==> images/clk_routes.png <==
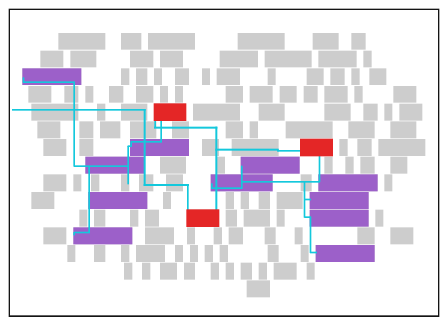
==> images/metal_density.png <==
13 x 9 tiles, from black (low) to pale yellow (high), scaled to the fullest tile. Values are wire area over tile area, all layers added.
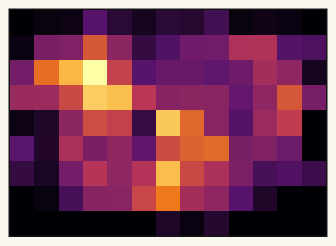
==> images/detail.png <==
Bar = 10 µm. Region (20, 2) to (45, 27) µm. Cells in gray, sequential cells in the stronger gray; small squares are vias.
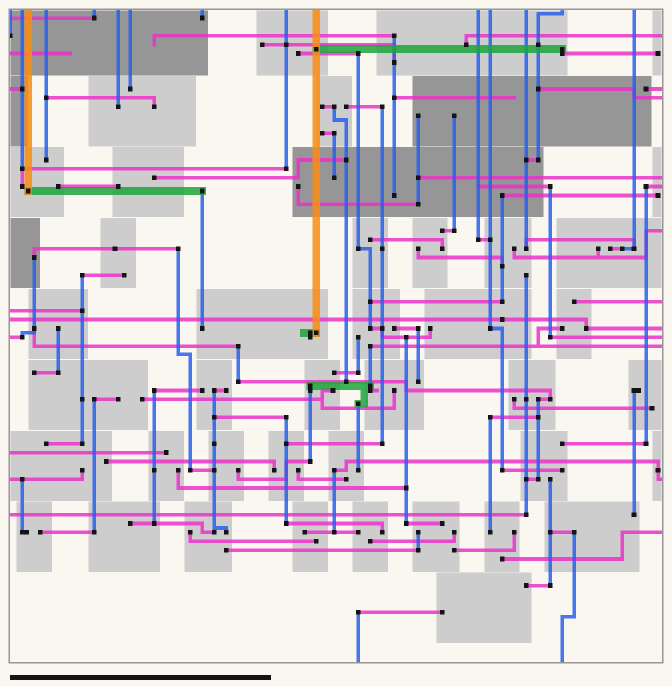
==> images/logic_types.png <==
Bar = 20 µm.
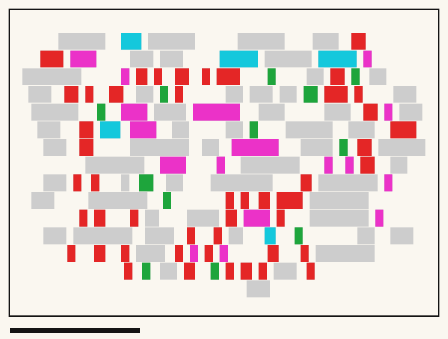
**config.mk**
```make
export PLATFORM = sky130hd
export DESIGN_NAME = pb3_l_roll_seq
export DESIGN_NICKNAME = d
export VERILOG_FILES = /design/src/rtl/pb3_roll_pkg.sv /design/src/rtl/pb3_l_jk_enc.sv /design/src/rtl/pb3_l_roll_seq.sv
export SDC_FILE = /design/constraint.sdc
export NUM_CORES = 1
export LEC_CHECK = 0
export ABC_AREA = 1
export CELL_PAD_IN_SITES_DETAIL_PLACEMENT = 1
export CELL_PAD_IN_SITES_GLOBAL_PLACEMENT = 1
export CORE_ASPECT_RATIO = 0.7
export CORE_MARGIN = 1.5
export CORE_UTILIZATION = 25
export CTS_CLUSTER_SIZE = 10
export DETAILED_ROUTE_END_ITERATION = 8
export HOLD_SLACK_MARGIN = 0.02
export PLACE_DENSITY_LB_ADDON = 0.08
export SLEW_MARGIN = 20
export SYNTH_ARGS = -nofsm -noshare
export SYNTH_HDL_FRONTEND = slang
export SYNTH_SLANG_ARGS = --single-unit
```
**constraint.sdc**
```tcl
create_clock -name i_clk1 -period 1.25 [get_ports i_clk1]
set_input_delay 0.25 -clock i_clk1 [delete_from_list [all_inputs] [get_ports i_clk1]]
set_output_delay 0.25 -clock i_clk1 [all_outputs]
set_load 0.1 [all_outputs]
```
**src/rtl/pb3_roll_pkg.sv**
```systemverilog
// rtl/pb3_roll_pkg.sv - shared encodings for the L/AC roll sequencer
// Purpose: FSM state encoding, roll mode constants and L flip-flop J/K
//          command encoding shared by pb3_l_roll_seq and pb3_l_jk_enc.
// Ports:   none (package).
package pb3_roll_pkg;

    typedef enum logic [1:0] {
        ST_IDLE = 2'd0,
        ST_ROLL = 2'd1,
        ST_DONE = 2'd2
    } state_t;

    localparam logic [1:0] MODE_RCL = 2'b00;  // rotate through L
    localparam logic [1:0] MODE_ROT = 2'b01;  // rotate AC only
    localparam logic [1:0] MODE_SHL = 2'b10;  // logical shift
    localparam logic [1:0] MODE_ASR = 2'b11;  // arithmetic shift

    // Encoded as {J,K} so the command drives the flip-flop bits directly.
    typedef enum logic [1:0] {
        LCMD_HOLD = 2'b00,
        LCMD_CLR  = 2'b01,
        LCMD_SET  = 2'b10,
        LCMD_TGL  = 2'b11
    } lcmd_t;

    // Microcode CLL/CPL: both together behave as clear-then-complement, i.e. set.
    function automatic lcmd_t micro_lcmd(input logic cll, input logic cpl);
        lcmd_t cmd;
        case ({cll, cpl})
            2'b10:   cmd = LCMD_CLR;
            2'b01:   cmd = LCMD_TGL;
            2'b11:   cmd = LCMD_SET;
            default: cmd = LCMD_HOLD;
        endcase
        return cmd;
    endfunction

endpackage

```
**src/rtl/pb3_l_jk_enc.sv**
```systemverilog
// rtl/pb3_l_jk_enc.sv - per-mode L J/K and AC fill encoder
// Purpose: combinational map from the current step context to the L flip-flop
//          J/K inputs and the bit shifted into AC.
// Ports:   i_step_active  a shift happens on the coming edge
//          i_mode/i_dir   latched roll mode and direction
//          i_fl           current L value
//          i_ac_msb/lsb   AC bit 15 / bit 0
//          i_cll/i_cpl    active-high clear/complement L (used when no step)
//          o_lj/o_lk      L flip-flop J/K
//          o_ac_fill      bit entering AC (bit 0 on left, bit 15 on right)
module pb3_l_jk_enc
    import pb3_roll_pkg::*;
(
    input  logic       i_step_active,
    input  logic [1:0] i_mode,
    input  logic       i_dir,
    input  logic       i_fl,
    input  logic       i_ac_msb,
    input  logic       i_ac_lsb,
    input  logic       i_cll,
    input  logic       i_cpl,
    output logic       o_lj,
    output logic       o_lk,
    output logic       o_ac_fill
);

    lcmd_t w_cmd;
    logic  w_out;

    always_comb begin
        // Bit leaving AC on this step.
        w_out     = i_dir ? i_ac_lsb : i_ac_msb;
        w_cmd     = micro_lcmd(i_cll, i_cpl);
        o_ac_fill = 1'b0;
        if (i_step_active) begin
            w_cmd = w_out ? LCMD_SET : LCMD_CLR;
            case (i_mode)
                MODE_RCL: o_ac_fill = i_fl;
                MODE_ROT: begin
                    o_ac_fill = w_out;
                    w_cmd     = LCMD_HOLD;
                end
                MODE_SHL: o_ac_fill = 1'b0;
                // Arithmetic: sign-extend on right, plain shift on left.
                default:  o_ac_fill = i_dir & i_ac_msb;
            endcase
        end
    end

    assign o_lj = w_cmd[1];
    assign o_lk = w_cmd[0];

endmodule

```
**src/rtl/pb3_l_roll_seq.sv**
```systemverilog
// rtl/pb3_l_roll_seq.sv - multi-cycle L/AC roll/shift sequencer
// Purpose: steps AC one bit per i_clk1 for N steps, drives L J/K, and
//          arbitrates microcode CLL#/CPL# against a running sequence.
// Option:  define PB3_ROLL_ABORT_EN to add i_nabort (abort a running roll).
// Ports:   i_clk1, i_nreset (async active low)
//          i_nstart, i_dir, i_mode, i_count   sequence request (count 0 = 2**CNT_W)
//          i_ncll, i_ncpl                    microcode clear/complement L, active low
//          i_fl, i_ac_msb, i_ac_lsb          L and AC edge bits
//          [i_nabort]                        abort, active low (option only)
//          o_lj, o_lk                        L flip-flop J/K
//          o_ac_shl, o_ac_shr, o_ac_fill     AC shift enables and fill bit
//          o_busy, o_ndone                   status
module pb3_l_roll_seq
    import pb3_roll_pkg::*;
#(
    parameter int CNT_W = 4
) (
    input  logic             i_clk1,
    input  logic             i_nreset,
    input  logic             i_nstart,
    input  logic             i_dir,
    input  logic [1:0]       i_mode,
    input  logic [CNT_W-1:0] i_count,
    input  logic             i_ncll,
    input  logic             i_ncpl,
    input  logic             i_fl,
    input  logic             i_ac_msb,
    input  logic             i_ac_lsb,
`ifdef PB3_ROLL_ABORT_EN
    input  logic             i_nabort,
`endif
    output logic             o_lj,
    output logic             o_lk,
    output logic             o_ac_shl,
    output logic             o_ac_shr,
    output logic             o_ac_fill,
    output logic             o_busy,
    output logic             o_ndone
);

    localparam logic [CNT_W-1:0] CNT_ONE = {{(CNT_W-1){1'b0}}, 1'b1};

    state_t           r_state;
    state_t           w_next;
    logic [CNT_W-1:0] r_cnt;
    logic             r_dir;
    logic [1:0]       r_mode;
    logic             r_pend_cll;
    logic             r_pend_cpl;
    logic             w_abort;
    logic             w_step;
    logic             w_cll;
    logic             w_cpl;

`ifdef PB3_ROLL_ABORT_EN
    assign w_abort = (r_state == ST_ROLL) && !i_nabort;
`else
    assign w_abort = 1'b0;
`endif

    always_ff @(posedge i_clk1 or negedge i_nreset) begin
        if (!i_nreset) begin
            r_state <= ST_IDLE;
        end else begin
            r_state <= w_next;
        end
    end

    always_comb begin
        w_next = r_state;
        case (r_state)
            ST_IDLE: if (!i_nstart) w_next = ST_ROLL;
            ST_ROLL: if (w_abort || (r_cnt == CNT_ONE)) w_next = ST_DONE;
            ST_DONE: w_next = ST_IDLE;
            default: w_next = ST_IDLE;
        endcase
    end

    // Counter, latched request and pending microcode L operations.
    // A loaded count of 0 wraps on the first decrement, giving 2**CNT_W steps.
    always_ff @(posedge i_clk1 or negedge i_nreset) begin
        if (!i_nreset) begin
            r_cnt      <= '0;
            r_dir      <= 1'b0;
            r_mode     <= MODE_RCL;
            r_pend_cll <= 1'b0;
            r_pend_cpl <= 1'b0;
        end else begin
            case (r_state)
                ST_IDLE: begin
                    if (!i_nstart) begin
                        r_cnt  <= i_count;
                        r_dir  <= i_dir;
                        r_mode <= i_mode;
                    end
                end
                ST_ROLL: begin
                    r_cnt      <= r_cnt - CNT_ONE;
                    r_pend_cll <= r_pend_cll | ~i_ncll;
                    r_pend_cpl <= r_pend_cpl | ~i_ncpl;
                end
                default: begin
                    r_pend_cll <= 1'b0;
                    r_pend_cpl <= 1'b0;
                end
            endcase
        end
    end

    always_comb begin
        w_step   = (r_state == ST_ROLL) && !w_abort;
        o_ac_shl = w_step & ~r_dir;
        o_ac_shr = w_step & r_dir;
        o_busy   = (r_state != ST_IDLE);
        o_ndone  = (r_state != ST_DONE);
        // Microcode L requests act live in IDLE, are deferred during ROLL,
        // and merge with anything deferred when DONE is reached.
        w_cll    = 1'b0;
        w_cpl    = 1'b0;
        if (r_state == ST_IDLE) begin
            w_cll = ~i_ncll;
            w_cpl = ~i_ncpl;
        end else if (r_state == ST_DONE) begin
            w_cll = r_pend_cll | ~i_ncll;
            w_cpl = r_pend_cpl | ~i_ncpl;
        end
    end

    pb3_l_jk_enc u_jk_enc (
        .i_step_active (w_step),
        .i_mode        (r_mode),
        .i_dir         (r_dir),
        .i_fl          (i_fl),
        .i_ac_msb      (i_ac_msb),
        .i_ac_lsb      (i_ac_lsb),
        .i_cll         (w_cll),
        .i_cpl         (w_cpl),
        .o_lj          (o_lj),
        .o_lk          (o_lk),
        .o_ac_fill     (o_ac_fill)
    );

endmodule
```
==> run summary <==
Synth top area cells: dfrtp_1 (40%), nand2_1 (18%), nand3_1 (8.7%)
Most flops, register: r_cnt
Final Cycle Share: 1.26
IO buf count: 21
Flop-to-flop setup slack: -0.10 ns
Reg2reg end: r_cnt[2]
Final setup vio count: 13
Fin Hold WS: 0.315 ns
Die Ht: 47.0 µm
Final hold violations: 0
Failing checks: negative setup slack
Max layer used: met4
Root Buffer: clkbuf_8
N_diodes: 0
Comb gates: 73
Worst setup margin: -0.320 ns
Seq. cell area: 277 µm²
Largest regs: r_cnt x4, r_mode x2, r_state x2
Total number of vias: 735
CP cell instances: nor2_8 -> nand2_1 -> o21ai_4 -> buf_12
Detail Placement HPWL: 1460 µm
Met2 wire len: 1000 µm
Tmin final: 1.57 ns
Critical path's slowest cell: dfrtp_2
Tool Warnings: 30
Run status: finished with violations
Logic area: 473 µm²
Cell Rows: 15
Worst-Skew Late Latency: 0.24 ns
Pin count of the biggest net entering global routing: 12
Maximum clock path buffer count: 2
Post-route insts no fill: 171
About clk_routes.png:
[cyan] clock wires | length: 184 µm
[red] clock drivers | count: 3
[purple] flip-flops | count: 11
routed clock nets: 4

About metal_density.png:
fullest tile: 0.37
mean over tiles: 0.11
densest ninth of the die: center

About detail.png:
| color | layer |
|---|---|
| blue | metal 2 |
| orange | metal 4 |
| magenta | metal 1 |
| green | metal 3 |
cells with their middle in the window: 40
sequential cells in the window: 3
netlist names of flops here include: `r_state` (2), `r_dir` (1)
most frequent: nand2_1 (9), nand3_1 (5), inv_1 (4)

About logic_types.png:
| color | family | cells |
|---|---|---|
| cyan | aoi and oai cells | 5 |
| red | nand cells | 47 |
| green | inv cells | 12 |
| magenta | nor cells | 17 |

